--- src/rtl/accumulator_arbiter_pkg.sv ---
// Shared definitions for the accumulator arbiter: FSM state encoding and
// the operation encoding latched at grant time.
package accumulator_arbiter_pkg;

    typedef enum logic [2:0] {
        INIT  = 3'd0,
        IDLE  = 3'd1,
        ISSUE = 3'd2,
        WAIT  = 3'd3,
        CLEAR = 3'd4,
        WAITC = 3'd5
    } state_t;

    typedef enum logic {
        OP_INC  = 1'b0,
        OP_LOAD = 1'b1
    } op_t;

endpackage

--- src/rtl/arbiter_round_robin.sv ---
// One-hot grant generator for NUM_REQ requesters.
// Build option: ACCUMULATOR_ARBITER_ROUND_ROBIN_EN selects round-robin
// (pointer moves to grant+1 on each advance); otherwise fixed priority with
// the lowest index winning and no pointer state.
module arbiter_round_robin #(
    parameter int NUM_REQ = 4
) (
    input  logic               clock,
    input  logic               reset_n,
    input  logic [NUM_REQ-1:0] req,
    input  logic               advance,
    output logic [NUM_REQ-1:0] grant
);

    logic [NUM_REQ-1:0] pick;
    logic [NUM_REQ:0]   seen;

`ifdef ACCUMULATOR_ARBITER_ROUND_ROBIN_EN
    localparam int PTR_W = $clog2(NUM_REQ);

    logic [PTR_W-1:0]   ptr_reg;
    logic [NUM_REQ-1:0] high_mask;
    logic [NUM_REQ-1:0] masked;
    logic [PTR_W-1:0]   ptr_chain [NUM_REQ+1];

    // Requests at or above the pointer win first; wrap to the full set otherwise.
    for (genvar gi = 0; gi < NUM_REQ; gi++) begin : g_mask
        assign high_mask[gi] = (PTR_W'(gi) >= ptr_reg);
    end
    assign masked = req & high_mask;
    assign pick   = (|masked) ? masked : req;

    // Position after the granted requester, wrapping at NUM_REQ.
    assign ptr_chain[0] = '0;
    for (genvar gi = 0; gi < NUM_REQ; gi++) begin : g_next
        assign ptr_chain[gi+1] = ptr_chain[gi] |
                                 (grant[gi] ? PTR_W'((gi + 1) % NUM_REQ) : '0);
    end

    // Pointer register: moves only when a grant is actually taken.
    always_ff @(posedge clock or negedge reset_n) begin
        if (!reset_n) begin
            ptr_reg <= '0;
        end else if (advance && (|req)) begin
            ptr_reg <= ptr_chain[NUM_REQ];
        end
    end
`else
    logic unused_inputs;
    assign unused_inputs = clock ^ reset_n ^ advance;
    assign pick          = req;
`endif

    // Lowest set bit of the candidate vector becomes the grant.
    assign seen[0] = 1'b0;
    for (genvar gi = 0; gi < NUM_REQ; gi++) begin : g_grant
        assign grant[gi]  = pick[gi] & ~seen[gi];
        assign seen[gi+1] = seen[gi] | pick[gi];
    end

endmodule

--- src/rtl/accumulator_binary_arbiter.sv ---
// Shares one signed accumulator between NUM_REQ requesters: grants one
// request, issues a single-cycle pulse, waits for acc_updated and returns the
// registered result to the granted requester.
// Build option: ACCUMULATOR_ARBITER_ROUND_ROBIN_EN (round-robin vs fixed
// priority grant, implemented in arbiter_round_robin).
// acc_clock_enable of the accumulator is expected to be tied high.
module accumulator_binary_arbiter
    import accumulator_arbiter_pkg::*;
#(
    parameter int NUM_REQ    = 4,
    parameter int WORD_WIDTH = 8,
    parameter int WAIT_LIMIT = 16
) (
    input  logic                          clock,
    input  logic                          reset_n,
    input  logic                          clear_req,
    input  logic [NUM_REQ-1:0]            req_valid,
    output logic [NUM_REQ-1:0]            req_ready,
    input  logic [NUM_REQ-1:0]            req_load,
    input  logic [NUM_REQ*WORD_WIDTH-1:0] req_value,
    output logic [NUM_REQ-1:0]            rsp_valid,
    output logic [WORD_WIDTH-1:0]         rsp_value,
    output logic                          rsp_overflow,
    output logic                          rsp_carry,
    output logic                          busy,
    output logic                          timeout,
    output logic                          acc_clear,
    output logic                          acc_increment_valid,
    output logic                          acc_load_valid,
    output logic [WORD_WIDTH-1:0]         acc_increment,
    output logic [WORD_WIDTH-1:0]         acc_load_value,
    output logic                          acc_carry_in,
    input  logic [WORD_WIDTH-1:0]         acc_value,
    input  logic                          acc_updated,
    input  logic                          acc_overflow,
    input  logic                          acc_carry_out
);

    localparam int CNT_W = $clog2(WAIT_LIMIT + 1);

    state_t                 state_reg, state_next;
    logic [NUM_REQ-1:0]     grant;
    logic [NUM_REQ-1:0]     grant_reg;
    logic                   take;
    op_t                    op_reg;
    logic [WORD_WIDTH-1:0]  value_reg;
    logic [WORD_WIDTH-1:0]  sel_chain [NUM_REQ+1];
    logic [CNT_W-1:0]       cnt_reg;
    logic                   waiting;
    logic                   limit_hit;
    logic                   issue;
    logic                   timeout_reg;
    logic [NUM_REQ-1:0]     rsp_valid_reg;
    logic [WORD_WIDTH-1:0]  rsp_value_reg;
    logic                   rsp_overflow_reg;
    logic                   rsp_carry_reg;

    arbiter_round_robin #(.NUM_REQ(NUM_REQ)) u_arb (
        .clock   (clock),
        .reset_n (reset_n),
        .req     (req_valid),
        .advance (take),
        .grant   (grant)
    );

    // Operand of the granted requester (grant is one-hot, so OR is a mux).
    assign sel_chain[0] = '0;
    for (genvar gi = 0; gi < NUM_REQ; gi++) begin : g_sel
        assign sel_chain[gi+1] = sel_chain[gi] |
            (grant[gi] ? req_value[gi*WORD_WIDTH +: WORD_WIDTH] : '0);
    end

    assign waiting   = (state_reg == WAIT) || (state_reg == WAITC);
    assign limit_hit = waiting && !acc_updated &&
                       (cnt_reg == CNT_W'(WAIT_LIMIT - 1));

    // Next-state logic; a grant is taken only in IDLE when no clear is requested.
    always_comb begin
        state_next = state_reg;
        take       = 1'b0;
        case (state_reg)
            INIT:  state_next = WAITC;
            IDLE: begin
                if (clear_req) begin
                    state_next = CLEAR;
                end else if (|req_valid) begin
                    take       = 1'b1;
                    state_next = ISSUE;
                end
            end
            ISSUE: state_next = WAIT;
            WAIT, WAITC: begin
                if (acc_updated || limit_hit) state_next = IDLE;
            end
            CLEAR: state_next = WAITC;
            default: state_next = INIT;
        endcase
    end

    // Accumulator controls are decoded from state. The INIT clear is gated by
    // reset_n so every output stays low while reset is held and the clear
    // pulse lands in the first cycle after release.
    assign issue               = (state_reg == ISSUE);
    assign acc_clear           = reset_n && ((state_reg == INIT) || (state_reg == CLEAR));
    assign acc_load_valid      = issue && (op_reg == OP_LOAD);
    assign acc_increment_valid = issue && (op_reg == OP_INC);
    assign acc_load_value      = acc_load_valid ? value_reg : '0;
    assign acc_increment       = acc_increment_valid ? value_reg : '0;
    assign acc_carry_in        = 1'b0;
    assign req_ready           = take ? grant : '0;
    assign busy                = reset_n && (state_reg != IDLE);
    assign timeout             = timeout_reg;
    assign rsp_valid           = rsp_valid_reg;
    assign rsp_value           = rsp_value_reg;
    assign rsp_overflow        = rsp_overflow_reg;
    assign rsp_carry           = rsp_carry_reg;

    // FSM state register.
    always_ff @(posedge clock or negedge reset_n) begin
        if (!reset_n) state_reg <= INIT;
        else          state_reg <= state_next;
    end

    // Latch grant, operation and operand at the handshake.
    always_ff @(posedge clock or negedge reset_n) begin
        if (!reset_n) begin
            grant_reg <= '0;
            op_reg    <= OP_INC;
            value_reg <= '0;
        end else if (take) begin
            grant_reg <= grant;
            op_reg    <= op_t'(|(req_load & grant));
            value_reg <= sel_chain[NUM_REQ];
        end
    end

    // Wait-cycle counter: runs only in WAIT/WAITC, so it is zero on every entry.
    always_ff @(posedge clock or negedge reset_n) begin
        if (!reset_n)     cnt_reg <= '0;
        else if (waiting) cnt_reg <= cnt_reg + 1'b1;
        else              cnt_reg <= '0;
    end

    // Response pulse, registered result and sticky timeout flag.
    always_ff @(posedge clock or negedge reset_n) begin
        if (!reset_n) begin
            rsp_valid_reg    <= '0;
            rsp_value_reg    <= '0;
            rsp_overflow_reg <= 1'b0;
            rsp_carry_reg    <= 1'b0;
            timeout_reg      <= 1'b0;
        end else begin
            rsp_valid_reg <= '0;
            if (state_reg == IDLE && clear_req) begin
                timeout_reg <= 1'b0;
            end
            if (state_reg == WAIT && acc_updated) begin
                rsp_valid_reg    <= grant_reg;
                rsp_value_reg    <= acc_value;
                rsp_overflow_reg <= acc_overflow;
                rsp_carry_reg    <= acc_carry_out;
            end else if (state_reg == WAIT && limit_hit) begin
                rsp_valid_reg    <= grant_reg;
                rsp_value_reg    <= '0;
                rsp_overflow_reg <= 1'b0;
                rsp_carry_reg    <= 1'b0;
            end
            if (limit_hit) begin
                timeout_reg <= 1'b1;
            end
        end
    end

endmodule

--- config.mk ---
export PLATFORM = sky130hd
export DESIGN_NAME = accumulator_binary_arbiter
export DESIGN_NICKNAME = d
export VERILOG_FILES = /design/src/rtl/accumulator_arbiter_pkg.sv /design/src/rtl/arbiter_round_robin.sv /design/src/rtl/accumulator_binary_arbiter.sv
export SDC_FILE = /design/constraint.sdc
export NUM_CORES = 1
export LEC_CHECK = 0
export ABC_AREA = 1
export CAP_MARGIN = 25
export CORE_MARGIN = 2
export CORE_UTILIZATION = 40
export DETAILED_ROUTE_END_ITERATION = 10
export PLACE_DENSITY = 0.92
export SLEW_MARGIN = 10
export SYNTH_ARGS = -nofsm -noshare
export SYNTH_HDL_FRONTEND = slang
export SYNTH_HIERARCHICAL = 1
export SYNTH_SLANG_ARGS = --single-unit
export TNS_END_PERCENT = 1
--- constraint.sdc ---
create_clock -name clock -period 3.71 [get_ports clock]
set_clock_uncertainty 0.1 [all_clocks]
set_input_delay 1.113 -clock clock [delete_from_list [all_inputs] [get_ports clock]]
set_output_delay 1.113 -clock clock [all_outputs]
set_load 0.02 [all_outputs]
==> run_1/port_trees.png <==
Scale bar: 20 um.
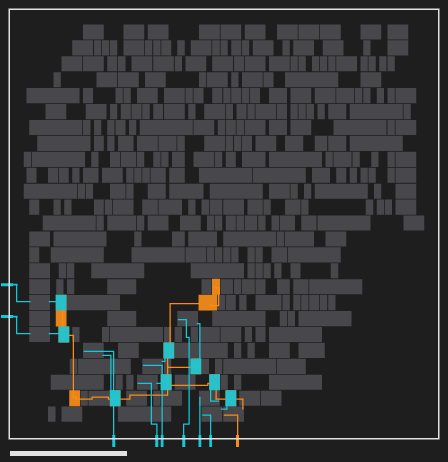
[`acc_value`] cyan | bits: 8 | direction: input | edge: 6 south, 2 west | end cells: 8 | buffers: 8 | wire: 124 um
[`acc_updated`] orange | bits: 1 | direction: input | edge: south | end cells: 12 | buffers: 1 | wire: 92.9 um

==> run_1/congestion_map.png <==
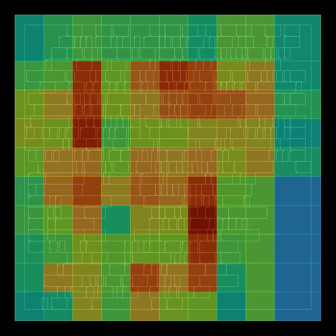
final core utilization: 64.40%
GRT Overall Usage: 20.61%

==> run summary, run 1 <==
run results: PwrDens 554.9 mW/mm2, worst-path fanout max 6, Reg-to-Reg Start cnt_reg[0]$_DFF_PN0_, Pre-antenna DRT Iters 4, routed length per instance 13.18 um, Initial Utilization 40.99%, Initial DRC Count ~110, CTS tree built, Post-DP Area 0.002922 mm2, Max Root-Sink Buffers 2, vias per cell between 4 and 5, status finished clean, Final setup viols 0, tool warnings 26, initial antenna violation count 0, clock network fraction of total power 17.3%, Synth mux share 0%, HPWL after DPL 4.323 mm, GRT met1 Usage between 20% and 30%, Max VDD drop 0.4094 mV, Placer Congestion 0.7911
==> run_1/ff_map.png <==
Scale bar: 20 um.
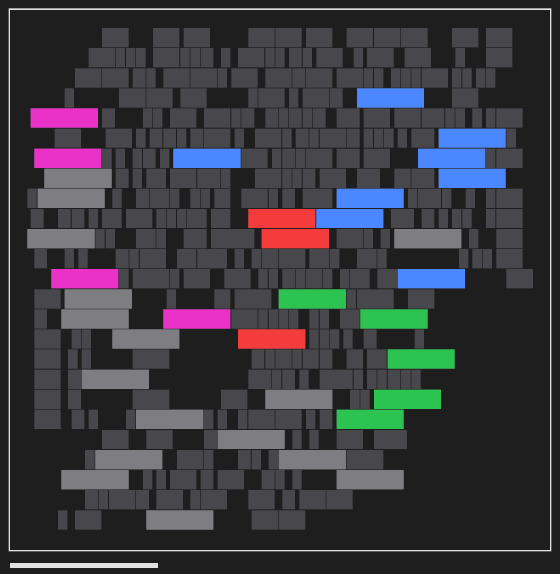
[`state_reg`] red | placed flops: 3
[`value_reg`] blue | placed flops: 8
[`rsp_valid`] magenta | placed flops: 4
[`cnt_reg`] green | placed flops: 5

## run 1: synthesized netlist by cell type
cell type   n  area [um2]
buf_6       1       11.26
or2_4       1       8.760
nand2_2     1       6.260
buf_4       2       15.01
or2_1       1       6.260
nor2_2      2       12.51
inv_2       2       7.510
nand3_1    21       105.1
nor2_4      1       11.26
nand3_2     1       10.01
o21ai_2    10       87.58
inv_1      28       105.1
a21oi_1    11       55.05
dfrtp_1    36       900.9
nand2_1    77       289.0
conb_1      1       3.750
nor2_1     36       135.1
o21ai_0     6       30.03
ha_1        2       25.02
o22ai_1     1       6.260
nand4_1     3       18.77
buf_2       2       10.01
buf_1       1       3.750
o21ai_4     1       16.27
clkbuf_1    4       15.01
nor3b_1     2       15.01
## run 1: final timing paths
| kind | cells after the start | endpoint | slack [ps] |
|---|---|---|---|
| worst max-delay path | 7 | req_ready[2] | 150 |
| max in group asynchronous | 2 | rsp_valid[1]$_DFF_PN0_ | 2520 |
| worst max register to register | 7 | rsp_value[2]$_DFFE_PN0P_ | 1910 |
| worst min register to register | 1 | cnt_reg[0]$_DFF_PN0_ | 370 |
| min in group asynchronous | 1 | cnt_reg[3]$_DFF_PN0_ | 550 |
| worst min-delay path | 1 | cnt_reg[0]$_DFF_PN0_ | 370 |
## run 1: worst reg2reg max path, delay by kind of cell, from the launching register on
kind | cells | cell delay, ps
flip-flops | 1 | 400
AND/OR/NAND/NOR | 4 | 320
adder cells (fa/ha/maj) | 2 | 420
AND-OR/OR-AND | 1 | 490
## run 1: area by class of cell
cell class / instances / area (um2)
Timing Repair Buffer: 103 / 978.4
Fill cell: 404 / 1659
Clock buffer: 6 / 82.58
Multi-Input combinational cell: 178 / 849.6
Clock inverter: 2 / 10.01
Sequential cell: 36 / 900.9
Tap cell: 54 / 67.56
Inverter: 30 / 112.6
## Run 2: what changed since run 1
- CORE_UTILIZATION: 40 -> 43
- PLACE_DENSITY: 0.92 -> 0.95
==> run_2/gates.png <==
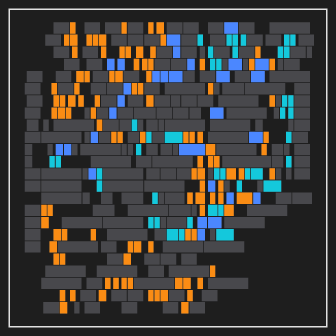
[nand cells] orange | cells: 103 | most used: nand2_1
[nor cells] cyan | cells: 41 | most used: nor2_1
[aoi and oai cells] blue | cells: 29 | most used: a21oi_1

==> run_2/ff_map.png <==
Scale bar: 20 um.
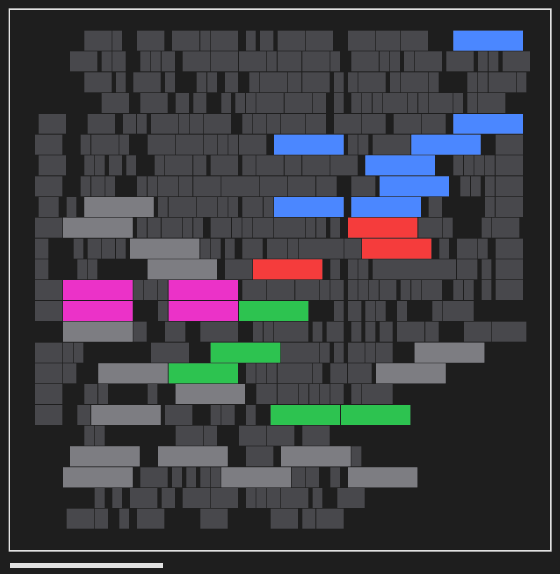
[`state_reg`] red | placed flops: 3
[`rsp_valid`] magenta | placed flops: 4 | where: west
[`value_reg`] blue | placed flops: 8
[`cnt_reg`] green | placed flops: 5
not coloured: 16

==> run summary, run 2 <==
run results: Yosys top cell by area dfrtp_1, Max Root-Sink Buffers 2, Top cell area share 47.15%, main area contributors dfrtp_1, nand2_1, nor2_1, initial antenna violation count 0, # Taps around 52, clock network fraction of total power 20.0%, Placer Congestion 0.8261, Post-synth EDFFs 0, final core utilization 70.46%, Initial Utilization 44.18%, Comb gates 178, sequential cell area share 29.57%, Post-DP Area 0.002927 mm2, Flops 36, Area-dominant class buffers, sequential standard cell area 900.9 um2, Pre-antenna DRT Iters 4, GRT Overall Usage 22.45%, Max VDD drop 0.4416 mV, Signal buffers 105, combinational share of cell area 28.05%, share of flip-flops with an asynchronous set or reset 100.0%, worst-path fanout max 4, Post-synth top cells nand2_1, dfrtp_1, nor2_1, Non-clk invs 30, # fillers 342, Die Size 0.004992 mm2, CTS tree built, Combinational Area 854.6 um2, HPWL after DPL 4.221 mm, buffer share of cell area 32.77%, clk cell area share 3.778%, clock buffers 5, status finished clean, Final setup viols 0, PwrDens 571.9 mW/mm2, Initial DRC Count 134
==> run_2/congestion_map.png <==
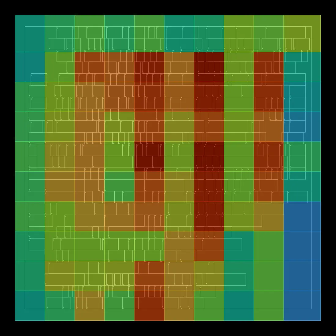
GR peak layer: met2
routed length per instance: 13.60 um
GRT met1 Usage: 28.08%

run 2: path summary, 6_finish.rpt:
kind	cells past startpoint	startpoint	end	slack [ps]
setup / recovery	8	req_valid[1]	req_ready[3]	20
hold / removal	2	rsp_carry$_DFFE_PN0P_	rsp_carry$_DFFE_PN0P_	380
setup reg to reg	7	cnt_reg[0]$_DFF_PN0_	rsp_value[1]$_DFFE_PN0P_	1910
hold reg to reg	2	rsp_carry$_DFFE_PN0P_	rsp_carry$_DFFE_PN0P_	380
max in group asynchronous	2	reset_n	value_reg[1]$_DFFE_PN0P_	2410
min in group asynchronous	2	reset_n	state_reg[1]$_DFFE_PN0P_	780
run 2: cells by family after synthesis:
| logic type | count (synthesis) | share of synthesized area (%) |
|---|---|---|
| fa+ha+maj | 2 | 1.310 |
| flops | 36 | 47.15 |
| compound gates | 29 | 10.22 |
| buf+inv | 40 | 8.775 |
| other cells | 1 | 0.1963 |
| simple gates | 146 | 32.35 |
run 2: worst reg2reg max path: cells and delay by family, from the launching register on:
family	cells	cell delay (ps)
flops	1	410
fa+ha+maj	2	420
simple gates	4	350
compound gates	1	470
run 2: timing repair:
item	4_1_cts	5_1_grt
gates cloned	0	0
pin swaps	1	2
endpoints found under the setup margin	4	4
buffers inserted	1	0
hold buffers	0	0
gates resized	8	11
run 2: per-stage QoR:
| step | setup slack, ps | setup TNS (ps) | hold slack, ps |
|---|---|---|---|
| 6_report | 22.18 | 0 | 375.8 |
| 5_1_grt | -42.25 | -42.25 | 396.4 |
| 4_1_cts | 1.860 | 0 | 377.6 |
| 3_5_place_dp | -316.0 | -1177 | 358.5 |
| 3_3_place_gp | -262.4 | -1035 | 349.4 |
| 2_1_floorplan | 703.5 | 0 | 332.9 |
## Run 3: what changed since run 2
--- a/config.mk
+++ b/config.mk
@@ -7,4 +7,5 @@
 export LEC_CHECK = 0
 export ABC_AREA = 1
+export ABC_CLOCK_PERIOD_IN_PS = 3710
 export CAP_MARGIN = 25
 export CORE_MARGIN = 2
--- a/constraint.sdc
+++ b/constraint.sdc
@@ -3,3 +3,3 @@
 set_input_delay 1.113 -clock clock [delete_from_list [all_inputs] [get_ports clock]]
 set_output_delay 1.113 -clock clock [all_outputs]
-set_load 0.02 [all_outputs]
+set_load 0.1 [all_outputs]
==> run_3/congestion_map.png <==
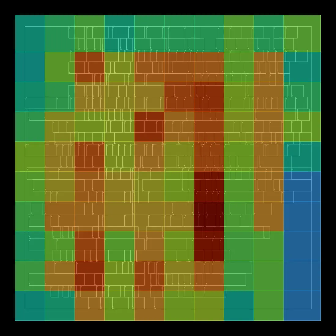
final core utilization: 70.75%
GRT met1 Usage: 29.37%
GR Util met2: 38.99%
routed length per instance: 13.73 um

==> run_3/closeup.png <==
Scale bar: 10 um. Region (5, 5) to (30, 30) um. Cells in grey, sequential cells in the stronger grey; small squares are vias.
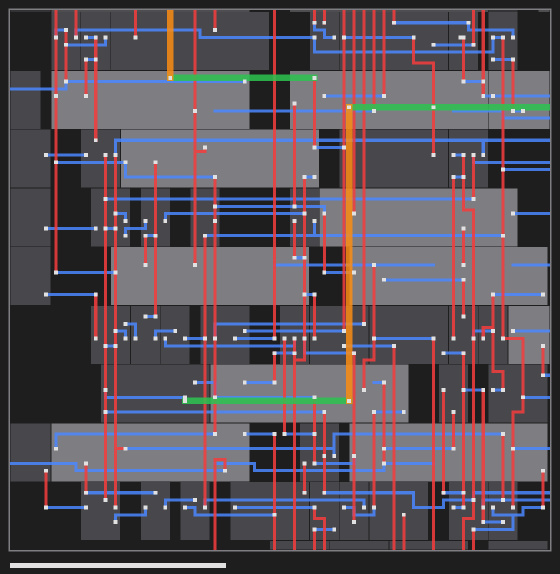
[M4] orange
[M2] red
[M3] green
[M1] blue
sequential cells in the window: 9
cells with their middle in the window: 50
netlist names of flops here include: `rsp_value` (5), `grant_reg` (2)
most frequent: nand2_1 (14), dfrtp_1 (9), nand3_1 (7)

==> run summary, run 3 <==
run results: status finished clean, Placer Congestion 0.8554, delay-heaviest family, CP buffers and inverters, Required @ worst endpoint 2500 ps, Post-synth EDFFs 0, cell with the most instances after synthesis nand2_1, Post-synth top flop dfrtp_1, Post-synth top cells nand2_1, dfrtp_1, nor2_1, DRC 0, met2 wire length 2.892 mm, RSZ-0062 raised after global routing false, Top cell area share 47.15%, tool warnings 27, GRT Overall Usage between 20% and 30%, share of flip-flops with an asynchronous set or reset 100.0%, worst-path fanout max 7, cts hold-fix bufs 0, number of cells in Yosys stat 254, PwrDens 732.0 mW/mm2, Die Size approximately 0.005 mm2, post_cts resized 1, Initial DRC Count 152, setup_tns 0 ps, main area contributors dfrtp_1, nand2_1, nor2_1, Max Root-Sink Buffers 2, sequential standard cell area 900.9 um2, Yosys top cell by area dfrtp_1, Max VDD drop between 0.6 and 0.7 mV, # fillers roughly 330, Hold Slack 364.0 ps, Post-DP Area 0.002917 mm2, HPWL after DPL around 4.2 mm, vias per cell 4.874, CTS tree built, Final setup viols 0, Pre-antenna DRT Iters 4, clock network fraction of total power 15.5%, CP Buf/Inv Count 3
==> run_3/ff_map.png <==
Scale bar: 20 um.
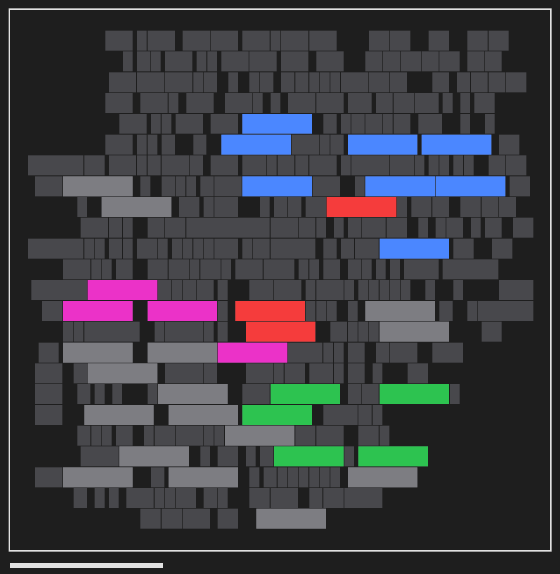
[`rsp_valid`] magenta | placed flops: 4 | where: west
[`value_reg`] blue | placed flops: 8
[`cnt_reg`] green | placed flops: 5 | where: south
[`state_reg`] red | placed flops: 3
not coloured: 16

[run 3: cell counts after synthesis]
No cell type changed its count.
[run 3: area by class of cell]
cell class | instances | area share [%]
timing repair buffer | 101 | 31.49
clock buffer | 6 | 2.372
inverter | 30 | 3.681
tap | 52 | 2.127
multi-input combinational | 178 | 29.73
clock inverter | 2 | 1.145
sequential | 36 | 29.45
[run 3: worst paths after layout]
kind                                      start                        to  slack [ps]  depth (start not counted)
setup / recovery                   req_valid[3]              req_ready[1]          80                          7
setup reg to reg           cnt_reg[0]$_DFF_PN0_  rsp_value[6]$_DFFE_PN0P_        1930                          7
max in group asynchronous               reset_n  grant_reg[0]$_DFFE_PN0P_        2340                          2
min in group asynchronous               reset_n  value_reg[1]$_DFFE_PN0P_         550                          1
hold / removal             cnt_reg[0]$_DFF_PN0_      cnt_reg[0]$_DFF_PN0_         360                          1
hold reg to reg            cnt_reg[0]$_DFF_PN0_      cnt_reg[0]$_DFF_PN0_         360                          1
[run 3: power groups by stage]
stage / clock network, mW / logic [mW] / registers [mW]
final: 0.346 / 1.26 / 0.632
after global routing: 0.364 / 1.34 / 0.653
after CTS: 0.347 / 1.25 / 0.630
after detailed placement: 0 / 1.25 / 0.635
after global placement: 0 / 1.22 / 0.629
after floorplan: 0 / 0.530 / 1.03
[run 3: kinds of logic (layout without fill, tap and decap cells)]
group	after synthesis	count (layout)	synth area share (%)
compound gates	29	29	10.22
buf+inv	40	139	8.775
other cells	1	1	0.1963
fa+ha+maj	2	2	1.310
simple gates	146	146	32.35
flops	36	36	47.15
[run 3: through the flow]
stage | util (%) | setup WS (ps)
floorplan | - | -291.0
global route | 70.75 | 4.781
detailed placement | 67.45 | -36.65
global placement | 67.45 | 72.47
CTS | 70.05 | 14.82
finish | 70.75 | 79.75
No activity file was given, so power comes from the tool's default toggle rates.
